==> config.mk <==
export PLATFORM = sky130hd
export DESIGN_NAME = fetch_unit
export DESIGN_NICKNAME = d
export VERILOG_FILES = /design/src/rtl/fetch_unit.sv
export SDC_FILE = /design/constraint.sdc
export NUM_CORES = 1
export LEC_CHECK = 0
export ABC_AREA = 0
export CAP_MARGIN = 20
export CELL_PAD_IN_SITES_DETAIL_PLACEMENT = 1
export CELL_PAD_IN_SITES_GLOBAL_PLACEMENT = 1
export CORE_ASPECT_RATIO = 0.75
export CORE_MARGIN = 3
export CORE_UTILIZATION = 36
export CTS_CLUSTER_SIZE = 40
export DETAILED_ROUTE_END_ITERATION = 10
export GPL_ROUTABILITY_DRIVEN = 0
export MAX_ROUTING_LAYER = met4
export PLACE_DENSITY = 0.83
export SKIP_LAST_GASP = 1
export SLEW_MARGIN = 10
export SYNTH_ARGS = -nofsm -noshare
export SYNTH_HDL_FRONTEND = slang
export SYNTH_SLANG_ARGS = --single-unit
==> constraint.sdc <==
create_clock -name clk -period 6.2 [get_ports clk]
set_input_delay 0.62 -clock clk [delete_from_list [all_inputs] [get_ports clk]]
set_output_delay 0.62 -clock clk [all_outputs]
set_load 0.05 [all_outputs]
Fig. 1: wiring heat map
Drawn at 2 px/um. 33 x 25 tiles, from dark blue (low) to red (high), scaled to the fullest tile. Values are wire area over tile area, all layers added.
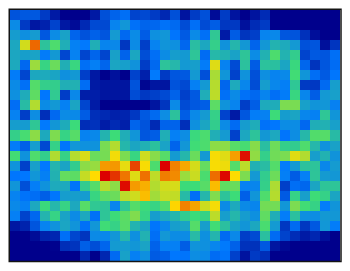
emptiest ninth of the die: north-east
fullest tile: 0.65
mean over tiles: 0.21
nearly empty tiles: 6.9%
GRT Util Overall: 26.18%
vias: 6,661
Total Wirelength: 26,380 um

Fig. 2: wires at chosen ports, followed through buffers
Drawn at 3 px/um.
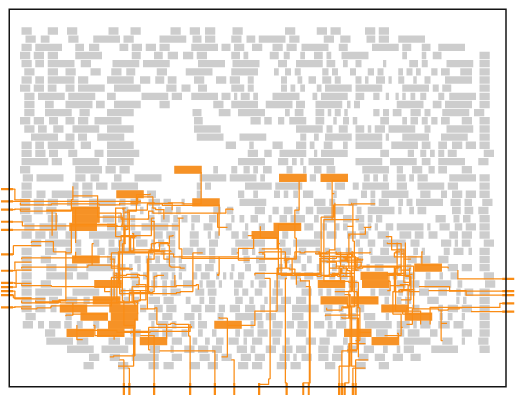
legend:
  imem_addr_o:
    color: orange
    bits: 32
    direction: output
    end_cells: 32
    buffers: 34
    wire: 3,140 um
Top Ports: 259
number of port buffers: 258

Fig. 3: M3 wires
Drawn at 1.5 px/um.
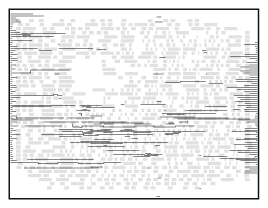
wire length on this layer: 2,380 um
longest straight run: 65.3 um
met3 Usage GRT: 7.474%

==> Slide: Implementation Results <==
Implementation Results

Placed design
  – Placed cell area: 9612 um^2
  – Hpwl dp: 19,330 um
  – Placement-stage worst setup slack: 1221 ps
  – Post-placement cell count: 1,137

Cells and area
  – NumNets Final: 1,045
  – Register area: 3253 um^2
  – Synth-to-Final Area Change: 49.44%
  – Share of layout cells above drive strength 1: 8.198%
  – Final Cell Area: 10,210 um^2
  – Top cells excl fill/tap: clkdlybuf4s50_1, dfrtp_1, xnor2_1, nand3_1, nand4_1
  – Most common logic cell in the routed design: clkdlybuf4s50_1
  – Final Util: 56.34%
  – Non-Filler Instances: 1,170
  – Fillers: 1,990
  – Logic area: 3311 um^2

Logic synthesis
  – Ys flop type: dfrtp_1
  – Number of flops mapped to enable cells by yosys: 0
  – Ys Warns: 0
  – Area reported by Yosys stat: 6835 um^2
  – Post-Syn Area: 6835 um^2
  – Syn_nets: 806
  – Synth unique cells: 66
  – Seq/Total Area, Yosys: 47.59%
  – Post-synth regs: 130
  – Yosys cell count: 675

Power
  – Sequential fraction of design power: 41.5%
  – Clk pwr share: 50.5%
  – Sw power: 0.5017 mW
  – Pwr top: the clock network
  – Sw frac: 24.52%
  – P_int: 1.544 mW
  – Clock network power: 1.03 mW
  – Pwr Density: 200.3 nW/um^2
  – Gate power share: 8.1%
  – Final Power: 2.046 mW
  – Comb. pwr: 0.165 mW
  – Leakage power: 4.247 nW
  – Peak supply drop: 0.0001485 V

Timing
  – Min cycle time layout: 4863 ps
  – Slew headroom: 38.25%
  – Final setup margin: 1337 ps
  – Setup TNS: 0 ps
  – Slew Limit Fails: 0
  – Tightest hold margin: 222.6 ps
  – Clock Skew: 9.940 ps
  – RSZ-0062 raised after global routing: false
  – Slew @ Worst Pin: 922.9 ps
  – Max frequency: 205.6 MHz
  – Endpoints failing setup: 0
  – Final Hold Fails: 0

Clock tree
  – Reg clk slew, reported paths: 70 ps
  – CTS H-tree lvls: 4
  – Latest clock arrival within the worst-skew pair: 430 ps
  – CTS Buffer Depth: 2
  – CTS Root Cell: clkbuf_16
  – Hold-fix buffers at CTS: 0
  – CTS tree: done
  – Setup bufs post-CTS: 0
  – CTS resizes: 0

Min path
  – Hold Crit Class: in -> async

Die
  – Cell row count: 42
  – Die Ht: 125.3 um
  – Die extent in x: 165.1 um
  – Full die area: 20,690 um^2
  – Core outline area: 18,130 um^2

Global routing
  – GR Overflow Total: 0
  – First-pass GRT wire length: 40,480 um
  – Vias in the first global route: 6,890
  – Initial antenna violation count: 1

Worst setup path
  – Number of cells on the critical path: 10
  – Worst setup EP type: flop
  – Arr. time, crit path: 5170 ps
  – Worst reg2reg path depth: 10
  – CP Class: reg -> reg
  – Slowest stage delay, CP: 750 ps
  – Critical Path, Cell by Cell: and4_1, nand4_1, nor4_1, a21oi_1, nand4b_1, or4_1, a2111oi_4, nand2_1, buf_4, mux2_1
  – CP max-delay cell: nor4_1
  – Crit path required time: 6510 ps
  – Buffer-and-inverter tally for the worst setup path: 1
  – Worst-path fanout max: 28
  – Critical Path Start Type: flop

Flow run
  – Number of OpenROAD warnings: 26
  – Max-Cap Viols: 0

Route
  – Wire per inst: 22.55 um
  – Vias per cell: 5.693
  – DRC: 0
  – Pre-Repair DR Iteration Count: 5

Run status
  – Outcome: completed
-- cell usage after synthesis (3+ instances only) --
master    count  area, um^2
nand3_1      36       180.2
nor3_1       11       55.05
nor2_1       29       108.9
a31oi_1      14       87.58
nand2b_1      5       31.28
dfrtp_1     130        3253
nand4_1      35       219.0
and2_1       28       175.2
buf_1         5       18.77
buf_2        15       75.07
a21o_1        3       22.52
o31ai_1       3       22.52
nor4_1       14       87.58
o21ai_0      26       130.1
a221oi_1     10       87.58
xor2_1       12       105.1
mux2_2       18       202.7
or4_1         7       52.55
or2_2         4       25.02
a21oi_1      28       140.1
clkbuf_1     28       105.1
inv_1        17       63.81
and4_1        7       61.31
nand2_1      30       112.6
xnor2_1      41       359.1
a221o_1       4       40.04
nor2b_1       4       25.02
and3_1       14       87.58
o211ai_1      5       37.54
a22o_1       34       297.8
mux2_1        6       67.56
mux2i_1       7       70.07
or3_1         4       25.02
-- routing by layer --
metal	vias to the layer above	part of all wire, %	GRT usage (%)
met4	0	1.4	5.868
li1	2995	-	-
met5	-	0	-
met3	28	9.0	7.474
met2	305	44	37.99
met1	3333	45	36.44
-- cells by family (layout without fill, tap and decap cells) --
kind of cell,Yosys count,in the layout,synth area share (%)
xor+xnor,53,53,6.791
flops,130,130,47.59
other cells,0,1,0
fa+ha+maj,2,2,0.3660
compound gates,153,153,15.98
mux,31,31,4.979
buf+inv,68,320,4.228
simple gates,238,238,20.06
-- cell type report --
type | count | area share, %
clock buffers | 17 | 4.165
well taps | 242 | 2.964
multi-input cells | 477 | 32.41
diodes | 1 | 0.02450
repair buffers | 271 | 26.25
clock inverters | 15 | 1.715
flip-flops and latches | 130 | 31.85
inverters | 17 | 0.6247
No activity file was given, so power comes from the tool's default toggle rates.
